===== config.mk =====
export PLATFORM = sky130hd
export DESIGN_NAME = shreg_univ
export DESIGN_NICKNAME = d
export VERILOG_FILES = /design/src/rtl/shreg_univ.sv
export SDC_FILE = /design/constraint.sdc
export NUM_CORES = 1
export LEC_CHECK = 0
export ABC_CLOCK_PERIOD_IN_PS = 1150
export CORE_AREA = 2 2 39 41
export CTS_CLUSTER_SIZE = 24
export DETAILED_ROUTE_END_ITERATION = 8
export DIE_AREA = 0 0 41 43
export GPL_ROUTABILITY_DRIVEN = 0
export GPL_TIMING_DRIVEN = 1
export PLACE_DENSITY_LB_ADDON = 0.1
export SYNTH_ARGS = -nofsm -noshare
export SYNTH_HDL_FRONTEND = slang
export SYNTH_SLANG_ARGS = --single-unit

===== constraint.sdc =====
create_clock -name clk -period 1.15 [get_ports clk]
set_input_delay 0.23 -clock clk [delete_from_list [all_inputs] [get_ports clk]]
set_output_delay 0.23 -clock clk [all_outputs]
set_load 0.01 [all_outputs]

===== src/rtl/shreg_univ.sv =====
// ---------------------------------------------------------------------------
// shreg_univ
//
// Purpose:
//   Parametrised universal shift register with a selectable active clock
//   edge. Supports four modes: hold, shift right, shift left and parallel
//   load. It also counts the shifts made since the last load or reset.
//   The count saturates at WIDTH, so 'done' marks the point where a full
//   word has been serialised or deserialised.
//
// Optional feature:
//   Define SHREG_ROTATE_EN to turn the two shift modes into rotates.
//   In that build sin_msb and sin_lsb are ignored, and after WIDTH
//   rotations q is back at its loaded value.
//
// Parameters:
//   WIDTH    - register width in bits (>= 2)
//   NEG_EDGE - 1: state updates on the falling edge of clk; 0: rising edge
//   CW       - shift counter width (derived from WIDTH; do not override)
//
// Ports:
//   clk      in   clock; the active edge is selected by NEG_EDGE
//   reset    in   synchronous, active-high; sampled on the active edge
//   mode     in   00 hold, 01 shift right, 10 shift left, 11 parallel load
//   sin_msb  in   serial bit that enters the MSB on a shift right
//   sin_lsb  in   serial bit that enters the LSB on a shift left
//   d        in   parallel load data
//   q        out  register contents
//   sout_lsb out  q[0]
//   sout_msb out  q[WIDTH-1]
//   cnt      out  shifts since the last load/reset, saturating at WIDTH
//   done     out  high when cnt == WIDTH
// ---------------------------------------------------------------------------
module shreg_univ #(
    parameter int WIDTH    = 4,
    parameter bit NEG_EDGE = 1'b1,
    parameter int CW       = $clog2(WIDTH + 1)
) (
    input  logic             clk,
    input  logic             reset,
    input  logic [1:0]       mode,
    input  logic             sin_msb,
    input  logic             sin_lsb,
    input  logic [WIDTH-1:0] d,
    output logic [WIDTH-1:0] q,
    output logic             sout_lsb,
    output logic             sout_msb,
    output logic [CW-1:0]    cnt,
    output logic             done
);

    localparam logic [1:0] MODE_HOLD  = 2'b00;
    localparam logic [1:0] MODE_SHR   = 2'b01;
    localparam logic [1:0] MODE_SHL   = 2'b10;
    localparam logic [1:0] MODE_LOAD  = 2'b11;

    localparam logic [CW-1:0] CNT_MAX = CW'(WIDTH);

    logic [WIDTH-1:0] q_q;
    logic [WIDTH-1:0] q_d;
    logic [CW-1:0]    cnt_q;
    logic [CW-1:0]    cnt_d;

    // Bits that enter the vacated end on a shift. In the rotate build they
    // come from the opposite end of the register.
    logic             fill_msb;
    logic             fill_lsb;

`ifdef SHREG_ROTATE_EN
    assign fill_msb = q_q[0];
    assign fill_lsb = q_q[WIDTH-1];
`else
    assign fill_msb = sin_msb;
    assign fill_lsb = sin_lsb;
`endif

    // Saturating shift count. Both directions feed the same counter.
    function automatic logic [CW-1:0] cnt_inc(input logic [CW-1:0] c);
        if (c < CNT_MAX) begin
            return c + CW'(1);
        end
        return c;
    endfunction

    always_comb begin
        q_d   = q_q;
        cnt_d = cnt_q;
        case (mode)
            MODE_HOLD: begin
                q_d   = q_q;
                cnt_d = cnt_q;
            end
            MODE_SHR: begin
                q_d   = {fill_msb, q_q[WIDTH-1:1]};
                cnt_d = cnt_inc(cnt_q);
            end
            MODE_SHL: begin
                q_d   = {q_q[WIDTH-2:0], fill_lsb};
                cnt_d = cnt_inc(cnt_q);
            end
            MODE_LOAD: begin
                q_d   = d;
                cnt_d = '0;
            end
            default: begin
                q_d   = q_q;
                cnt_d = cnt_q;
            end
        endcase
    end

    // Only one of these register processes is elaborated, so the state is
    // clocked on exactly one edge of clk.
    generate
        if (NEG_EDGE) begin : g_negedge
            always_ff @(negedge clk) begin
                if (reset) begin
                    q_q   <= '0;
                    cnt_q <= '0;
                end else begin
                    q_q   <= q_d;
                    cnt_q <= cnt_d;
                end
            end
        end else begin : g_posedge
            always_ff @(posedge clk) begin
                if (reset) begin
                    q_q   <= '0;
                    cnt_q <= '0;
                end else begin
                    q_q   <= q_d;
                    cnt_q <= cnt_d;
                end
            end
        end
    endgenerate

    assign q        = q_q;
    assign sout_lsb = q_q[0];
    assign sout_msb = q_q[WIDTH-1];
    assign cnt      = cnt_q;
    assign done     = (cnt_q == CNT_MAX);

endmodule

==> run_1/power_grid.png <==
Scale bar: 10 µm. Pins as bars on the die edge.
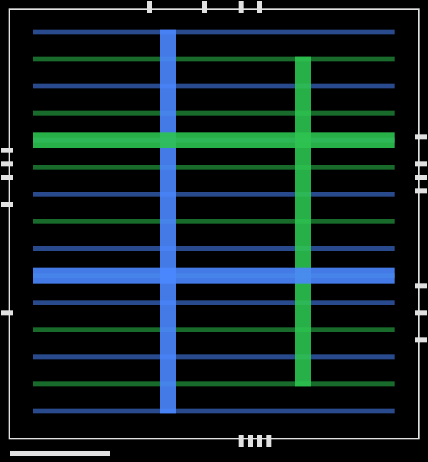
VSS -> blue
VDD -> green
met5 straps = 2
rows = 14
met4 straps = 2
met1 rails = 15
signal pins = 20
Die Y: 43 µm
chip width: 41 µm

==> run_1/placement_by_type.png <==
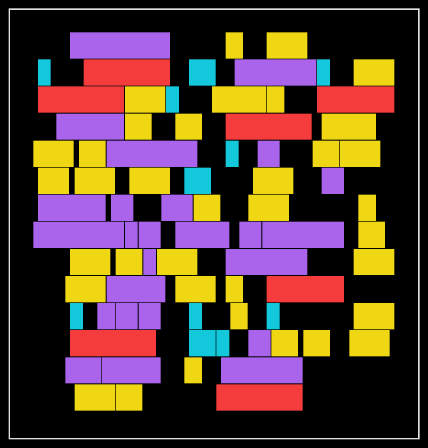
combinational and other logic -> purple  # cells 25, share of their area 38%
other buffers and delay cells -> yellow  # cells 36, share of their area 38%
flops -> red  # cells 7, share of their area 18%
clock drivers and dummy loads -> cyan  # cells 11, share of their area 5.9%
standard cell core area: 0.00138 mm²
Final Util: 65.3%
post-route standard cell area excluding fillers: 903 µm²
Rows: 14
share of the final layout cell area in sequential cells: 17.9%

==> run_1/io_fan.png <==
Scale bar: 10 µm.
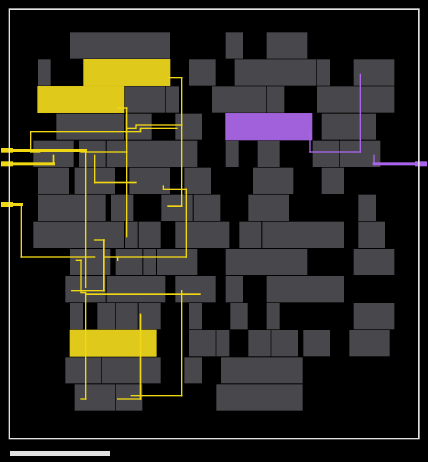
`cnt` -> yellow  # direction output, end cells 3, buffers 8, wire 184 µm
`sout_lsb` -> purple  # direction output, end cells 1, buffers 1, wire 19.8 µm
Top Ports: 20
count of input and output buffers: 19

==> run_1/cell_density.png <==
Scale bar: 10 µm. 8 x 9 tiles, from black (low) to pale yellow (high), 0 to 100% covered.
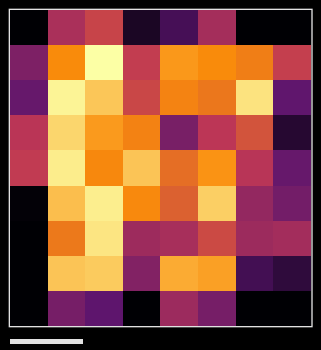
emptiest ninth of the die = south-east
tiles over 75% full = 25%
fullest tile = 100%
mean over tiles = 50%
nearly empty tiles = 14%
floorplan-stage core utilization: 30.9%

run 1: area by class of cell:
cell class	instances	area, µm²	share of cell area, %
flip-flops and latches	7	161	17.9
repair buffers	36	335	37.1
clock inverters	8	30.0	3.32
well taps	16	20.0	2.22
multi-input cells	22	320	35.5
inverters	3	13.8	1.52
clock buffers	3	22.5	2.49
run 1: where the power goes:
| group | switching (mW) | total [mW] | internal [mW] | leakage (nW) |
|---|---|---|---|---|
| clock network | 0.153 | 0.309 | 0.156 | 0.0564 |
| logic | 0.115 | 0.303 | 0.188 | 0.301 |
| registers | 0.0147 | 0.274 | 0.260 | 0.0617 |
run 1: Yosys cell counts, drive strengths merged:
library cell,n,area (µm²)
dfxtp,7,140
mux4,4,93.8
o211a,1,10.0
o21bai,1,7.51
nor3b,1,7.51
and2,1,6.26
buf,4,37.5
nor2,1,3.75
o21ai,2,10.0
inv,4,15.0
a2111oi,1,15.0
nor2b,5,31.3
a31oi,1,6.26
ha,2,25.0
a221oi,1,8.76
o21ba,1,10.0
run 1: cell families after synthesis:
logic type	Yosys count	synth area share, %
flops	7	32.7
buf+inv	8	12.3
fa+ha+maj	2	5.85
mux	4	21.9
compound gates	8	15.8
simple gates	8	11.4
run 1: worst max-delay path by stage:
stage / slack [ps] / end / depth (start not counted) / start
after CTS: -750 / done / 4 / cnt[0]
after detailed placement: -1080 / cnt[1] / 5 / mode[1]
after global routing: -770 / done / 4 / cnt[1]
after global placement: -1030 / cnt[1] / 5 / mode[1]
after floorplan: -460 / q[0] / 3 / mode[0]
final: -730 / done / 4 / cnt[1]
run 1: state kept, by name, summed over array words and instances (netlist names):
signal  cells
cnt         3
q           4
run 1: per-layer routing:
layer,wire [µm],track usage (%)
met5,0,0
met4,14,12.7
met2,815,34.7
met3,59,7.85
met1,540,15.5
==> results_tabular.tex, run 1 <==
% Auto-generated results table
\begin{tabular}{lr}
\hline
Metric & Value \\
\hline
\multicolumn{2}{l}{\textbf{Outcome}} \\
\quad Outcome & complete, but fails checks \\
\quad Violations in the final reports & setup timing \\
\multicolumn{2}{l}{\textbf{Routing}} \\
\quad Number of antenna-violating nets in the routed design & 0 \\
\quad DR iter-0 viols & 4 \\
\quad Average wire per standard cell & roughly 15 µm \\
\quad Total Wirelength & about 1400 µm \\
\quad Vias/cell & 4.82 \\
\quad Post-route DRC & 0 \\
\quad Number of search-and-repair iterations in the first detailed-routing pass & 2 \\
\quad Number of vias after detailed routing & between 400 and 500 \\
\multicolumn{2}{l}{\textbf{GRT}} \\
\quad Global-route usage over all layers & approximately a fifth \\
\quad Antenna violations before repair & 0 \\
\quad Largest net degree at the start of global routing & 8 \\
\quad Via count of the first global-routing pass & approximately 530 \\
\quad Wire length of the first global-routing pass & roughly 2200 µm \\
\quad Global route total overflow & 0 \\
\multicolumn{2}{l}{\textbf{Setup path}} \\
\quad Reg2reg start & cnt[2] \\
\quad Critical Path Max Stage Delay & roughly 340 ps \\
\quad Setup slack, reg-to-reg & -40 ps \\
\quad Data required time at the worst endpoint & 920 ps \\
\quad Type of origin of the critical path & register \\
\quad Highest-delay cell along the critical path & sky130\_fd\_sc\_hd\_\_dfxtp\_4 \\
\quad Depth of the worst register-to-register path & 5 \\
\quad Worst R2R End & cnt[1] \\
\quad Ordered cell list for the critical path & inv\_2 -> ha\_4 -> and2\_4 -> buf\_6 \\
\quad Critical path class & reg -> out \\
\quad Critical path peak fanout & 2 \\
\quad Sort of element at the end of the critical path & primary output \\
\quad Family with the most delay on the worst path & flip-flops \\
\quad Data arrival time of the critical path & around 1700 ps \\
\multicolumn{2}{l}{\textbf{Timing}} \\
\quad Post-route setup slack & -726 ps \\
\quad Hold\_ws & 800 ps \\
\quad Total setup violations reported at the end of the flow & 17 \\
\quad Number of pins exceeding their max-slew limit in the final report & 0 \\
\quad Clock Skew & around 16 ps \\
\quad Setup\_tns & -6020 ps \\
\quad Worst rel slew slack & between 80\% and 90\% \\
\quad Count of final hold-check violations & 0 \\
\quad Actual transition at the worst max-transition pin & about 240 ps \\
\quad RSZ-0062 raised after global routing & true \\
\multicolumn{2}{l}{\textbf{Clocking}} \\
\quad Number of buffers on the longest clock path & 2 \\
\quad H-tree levels & 1 \\
\quad Sinks on the clock net & 7 \\
\quad CTS tree & done \\
\quad CTS Root Buffer Type & sky130\_fd\_sc\_hd\_\_clkbuf\_4 \\
\quad Hold buffers post-CTS & 0 \\
\quad Worst-skew pair later-pin latency & between 300 and 400 ps \\
\quad Number of buffers inserted during clock tree synthesis & 3 \\
\quad CTS clock-pin slew for the worst setup and hold paths & 30 ps \\
\quad PostCTS Resize Cnt & approximately 100 \\
\multicolumn{2}{l}{\textbf{Job}} \\
\quad Count of maximum capacitance violations & 0 \\
\quad Count of tool warnings & 37 \\
\multicolumn{2}{l}{\textbf{Yosys}} \\
\quad Gate count of the mapped netlist & 37 \\
\quad Proportion of synthesized chip area in sequential cells & about a third \\
\quad Number of unique standard cell types used by synthesis & 18 \\
\quad Yosys warning tally & 0 \\
\quad Mean area per synthesized cell & 11.6 µm² \\
\quad Net count after synthesis & 49 \\
\quad Number of synthesized register bits & 7 \\
\quad Post-synth area from yosys stat & 428 µm² \\
\quad Count of instantiated cells in the yosys netlist & 37 \\
\quad Netlist area before placement & approximately 430 µm² \\
\multicolumn{2}{l}{\textbf{Hold path}} \\
\quad Kind of path behind the tightest hold check & reg -> reg \\
\quad Number of stages on the worst hold path & 3 \\
\quad Endpoint, Worst Hold & q[1] \\
\quad Startpoint of the most critical hold path & q[2] \\
\multicolumn{2}{l}{\textbf{Layout}} \\
\quad Final net count & 92 \\
\quad Number of standard cells in the final layout excluding fillers & 95 \\
\quad Top logic cells by instance count in the layout & sky130\_fd\_sc\_hd\_\_buf\_6 (17), sky130\_fd\_sc\_hd\_\_buf\_4 (10), sky130\_fd\_sc\_hd\_\_inv\_1 (9) \\
\quad Fillers & 124 \\
\quad Most frequent logic cell in the layout & sky130\_fd\_sc\_hd\_\_buf\_6 \\
\quad Layout area overhead & 111\% \\
\quad Layout cell share with drive strength beyond 1 & roughly 77\% \\
\quad Total inserted antenna cells & 0 \\
\multicolumn{2}{l}{\textbf{Die}} \\
\quad Die area & approximately 0.0018 mm² \\
\multicolumn{2}{l}{\textbf{Place}} \\
\quad Placement-stage worst setup slack & -1080 ps \\
\quad Post-placement cell area & around 710 µm² \\
\quad Cell total after placement & just under 80 \\
\quad Half-perimeter wire length after placement & 921 µm \\
\multicolumn{2}{l}{\textbf{Power and ir drop}} \\
\quad Power per cell area & 981 mW/mm² \\
\quad Post-layout power & approximately 0.89 mW \\
\quad Leakage component of the power & 0.419 nW \\
\quad Worst IR drop on VDD & approximately 0.62 mV \\
\hline
\end{tabular}
--- run 2 (diff from run 1) ---
MAX_ROUTING_LAYER = met4   (was unset)
PLACE_DENSITY = 0.67   (was unset)
PLACE_DENSITY_LB_ADDON = unset   (was 0.1)
==> run_2/placement_by_type.png <==
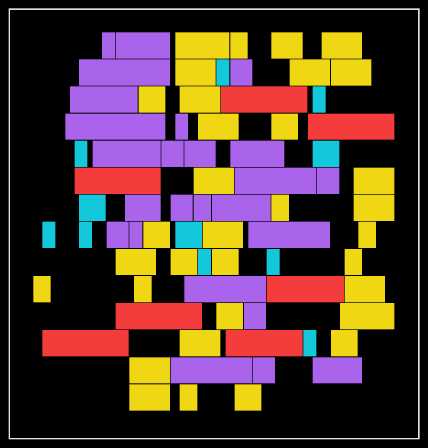
other buffers and delay cells -> yellow  # cells 33, share of their area 36%
clock drivers and dummy loads -> cyan  # cells 11, share of their area 6.3%
combinational and other logic -> purple  # cells 25, share of their area 38%
flops -> red  # cells 7, share of their area 19%
share of the final layout cell area in sequential cells: 18.9%
post-route standard cell area excluding fillers: 856 µm²

==> run_2/congestion.png <==
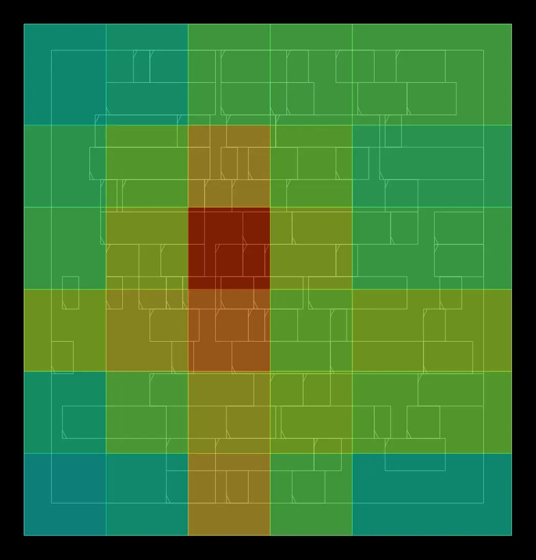
Final Util: 61.8%
most congested layer reported by global routing: met2

==> run 2 against run 1 <==
Compared with the run above: the run still ends with setup timing left; flip-flop count unchanged; cell count fell by 3.2%; first-iteration DRC count shrank 25%; synthesized cell count unchanged; synthesized area unchanged; worst hold slack worse by 78 ps; highest routed layer unchanged; die area did not move; critical path depth stayed put.
==> results_tabular.tex, run 2 <==
% Auto-generated results table
\begin{tabular}{lr}
\hline
Metric & Value \\
\hline
\multicolumn{2}{l}{\textbf{Outcome}} \\
\quad Outcome & complete, but fails checks \\
\quad Violations in the final reports & setup timing \\
\multicolumn{2}{l}{\textbf{GRT}} \\
\quad Largest net degree at the start of global routing & 6 (-2) \\
\quad Antenna violations before repair & 0 (unchanged) \\
\quad Wire length of the first global-routing pass & 1780 µm (-18\%) \\
\quad Global-route usage over all layers & 15.9\% (-3.6 points) \\
\multicolumn{2}{l}{\textbf{Place}} \\
\quad Cell total after placement & 77 (-1.3\%) \\
\quad Post-placement cell area & 698 µm² (-1.1\%) \\
\quad Count of input and output buffers & 19 (unchanged) \\
\multicolumn{2}{l}{\textbf{Setup path}} \\
\quad Reg2reg start & cnt[0] \\
\quad Type of origin of the critical path & register \\
\quad Worst R2R End & cnt[0] \\
\quad Data required time at the worst endpoint & 920 ps (about the same) \\
\quad Setup slack, reg-to-reg & -50 ps (about the same) \\
\quad Depth of the worst register-to-register path & 6 (+1) \\
\quad Sort of element at the end of the critical path & primary output \\
\quad Data arrival time of the critical path & 1680 ps (+30 ps) \\
\multicolumn{2}{l}{\textbf{Yosys}} \\
\quad Most instantiated flip-flop cell in the synthesis netlist & sky130\_fd\_sc\_hd\_\_dfxtp\_1 \\
\quad Proportion of synthesized chip area in sequential cells & 32.7\% (unchanged) \\
\quad Net count after synthesis & 49 (unchanged) \\
\quad Number of unique standard cell types used by synthesis & 18 (unchanged) \\
\quad Cell types occupying the most area after synthesis & sky130\_fd\_sc\_hd\_\_dfxtp\_1 (33\%), sky130\_fd\_sc\_hd\_\_mux4\_2 (16\%), sky130\_fd\_sc\_hd\_\_nor2b\_1 (7.3\%) \\
\quad Share of flip-flops with an asynchronous set or reset after synthesis & 0\% (unchanged) \\
\quad Number of synthesized register bits & 7 (unchanged) \\
\quad Top cell type by instance count after synthesis & sky130\_fd\_sc\_hd\_\_dfxtp\_1 \\
\quad Commonest cells in the netlist & sky130\_fd\_sc\_hd\_\_dfxtp\_1 (7), sky130\_fd\_sc\_hd\_\_nor2b\_1 (5), sky130\_fd\_sc\_hd\_\_inv\_1 (4) \\
\quad Post-synth area from yosys stat & 428 µm² (unchanged) \\
\quad Count of instantiated cells in the yosys netlist & 37 (unchanged) \\
\quad Post-synth EDFFs & 0 (unchanged) \\
\multicolumn{2}{l}{\textbf{Routing}} \\
\quad Average wire per standard cell & 12.9 µm (-14\%) \\
\quad Vias/cell & 4.62 (-4.2\%) \\
\quad Total Wirelength & 1180 µm (-17\%) \\
\quad Number of antenna-violating nets in the routed design & 0 (unchanged) \\
\quad Number of search-and-repair iterations in the first detailed-routing pass & 4 (+2) \\
\quad DR iter-0 viols & 3 (-1) \\
\multicolumn{2}{l}{\textbf{Layout}} \\
\quad Top logic cells by instance count in the layout & sky130\_fd\_sc\_hd\_\_buf\_6 (15), sky130\_fd\_sc\_hd\_\_inv\_1 (9), sky130\_fd\_sc\_hd\_\_buf\_4 (8) \\
\quad Number of clock buffers in the layout & 3 (unchanged) \\
\quad Total of plain and repair buffers excluding clock buffers & 33 (-8.3\%) \\
\quad Largest area class, layout & multi-input combinational cells \\
\quad Area taken by flip-flops and latches & 161 µm² (unchanged) \\
\quad Layout area overhead & 100\% \\
\quad Total inserted antenna cells & 0 (unchanged) \\
\quad Number of standard cells in the final layout excluding fillers & 92 (-3.2\%) \\
\quad Final net count & 89 (-3.3\%) \\
\quad Number of multi-input combinational cells in the layout & 22 (unchanged) \\
\quad Logic area & 308 µm² (-3.9\%) \\
\quad Combinational fraction of the cell area & 36.0\% (+0.51 points) \\
\quad Largest register FFs & 4 (unchanged) \\
\quad Relative area of clock buffers and inverters in the final design & 6.14\% (+0.32 points) \\
\quad Layout cell share with drive strength beyond 1 & 76.3\% (-0.90 points) \\
\quad Registers & 7 (unchanged) \\
\multicolumn{2}{l}{\textbf{Timing}} \\
\quad Setup\_tns & -5720 ps (+301 ps) \\
\quad Hold\_ws & 722 ps (-77.6 ps) \\
\quad Worst rel slew slack & 84.0\% (about the same) \\
\quad Count of final hold-check violations & 0 (unchanged) \\
\quad Actual transition at the worst max-transition pin & 240 ps (+0.0362 ps) \\
\quad Clock Skew & 8.11 ps (-7.95 ps) \\
\quad Number of pins exceeding their max-slew limit in the final report & 0 (unchanged) \\
\quad Total setup violations reported at the end of the flow & 16 (-1) \\
\quad RSZ-0062 raised after global routing & true \\
\quad Post-route setup slack & -763 ps (-37.1 ps) \\
\multicolumn{2}{l}{\textbf{Hold path}} \\
\quad Number of stages on the worst hold path & 2 (-1) \\
\quad Startpoint of the most critical hold path & q[3] \\
\quad Endpoint, Worst Hold & q[2] \\
\quad Kind of path behind the tightest hold check & reg -> reg \\
\multicolumn{2}{l}{\textbf{Clocking}} \\
\quad CTS tree & done \\
\quad CTS Root Buffer Type & sky130\_fd\_sc\_hd\_\_clkbuf\_4 \\
\quad Worst-skew pair later-pin latency & 320 ps (about the same) \\
\quad CTS clock-pin slew for the worst setup and hold paths & 40 ps (about the same) \\
\quad Hold buffers post-CTS & 0 (unchanged) \\
\quad Sinks on the clock net & 7 (unchanged) \\
\quad Number of buffers inserted during clock tree synthesis & 3 (unchanged) \\
\quad H-tree levels & 1 (unchanged) \\
\multicolumn{2}{l}{\textbf{Power and ir drop}} \\
\quad Clock power share & 37.1\% (+2.2 points) \\
\quad Worst IR drop on VDD & 0.738 mV (+19\%) \\
\quad Portion of total power attributed to sequential cells & 31.6\% (+0.6 points) \\
\quad Proportion of total power due to net switching & 32.1\% (+0.31 points) \\
\quad Leakage component of the power & 0.399 nW (-4.7\%) \\
\quad Post-layout power & 0.867 mW (-2.1\%) \\
\multicolumn{2}{l}{\textbf{Die}} \\
\quad Die area & 0.00176 mm² (unchanged) \\
\quad Top Ports & 20 (unchanged) \\
\quad Chip width & 41 µm (unchanged) \\
\quad Die Y & 43 µm (unchanged) \\
\quad Rows & 14 (unchanged) \\
\quad Floorplan-stage core utilization & 30.9\% (unchanged) \\
\quad Standard cell core area & 0.00138 mm² (unchanged) \\
\hline
\end{tabular}
==> run_2/io_fan.png <==
Scale bar: 10 µm.
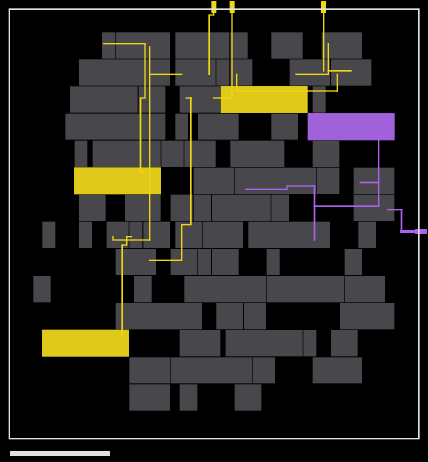
`cnt` -> yellow  # direction output, end cells 3, buffers 6, wire 121 µm
`sout_lsb` -> purple  # direction output, end cells 1, buffers 1, wire 33.0 µm

[run 2: power groups by stage]
stage	logic [mW]	registers, mW	clock network [mW]
5_1_grt	0.290	0.276	0.380
4_1_cts	0.224	0.274	0.343
3_3_place_gp	0.203	0.273	0.0426
3_5_place_dp	0.204	0.273	0.0426
2_1_floorplan	0.0969	0.286	0.0426
6_report	0.271	0.274	0.322
[run 2: critical path: stages, from the launching register on]
cell and delay (ps):
sky130_fd_sc_hd__dfxtp_4 340, sky130_fd_sc_hd__inv_2 40, sky130_fd_sc_hd__ha_4 140, sky130_fd_sc_hd__and2_1 140, sky130_fd_sc_hd__buf_2 130
[run 2: logic make-up (layout without fill, tap and decap cells)]
family                   after synthesis  count (layout)  share of synthesized area (%)
adder cells (fa/ha/maj)                2               2                           5.85
buffers and inverters                  8              47                           12.3
multiplexers                           4               4                           21.9
flip-flops                             7               7                           32.7
AND/OR/NAND/NOR                        8               8                           11.4
AND-OR/OR-AND                          8               8                           15.8
[run 2: worst max path at each step]
stage                 start  endpoint  cells past startpoint
floorplan           mode[0]      q[0]                      3
global placement    mode[0]      q[1]                      3
detailed placement  mode[0]      q[1]                      3
CTS                  cnt[1]      done                      4
global route         cnt[1]      done                      4
finish               cnt[0]      done                      4
[run 2: what timing repair did]
action                     4_1_cts  5_1_grt
gates resized                   92       12
pin swaps                        5        4
setup buffers                    4        3
setup endpoints to repair       17       16
[run 2: per-layer routing]
layer	track usage [%]	routed length, µm
met4	10.0	8
met3	10.5	87
met2	19.4	585
met1	18.4	501
met5	-	0
Power and IR drop assume default switching activity.
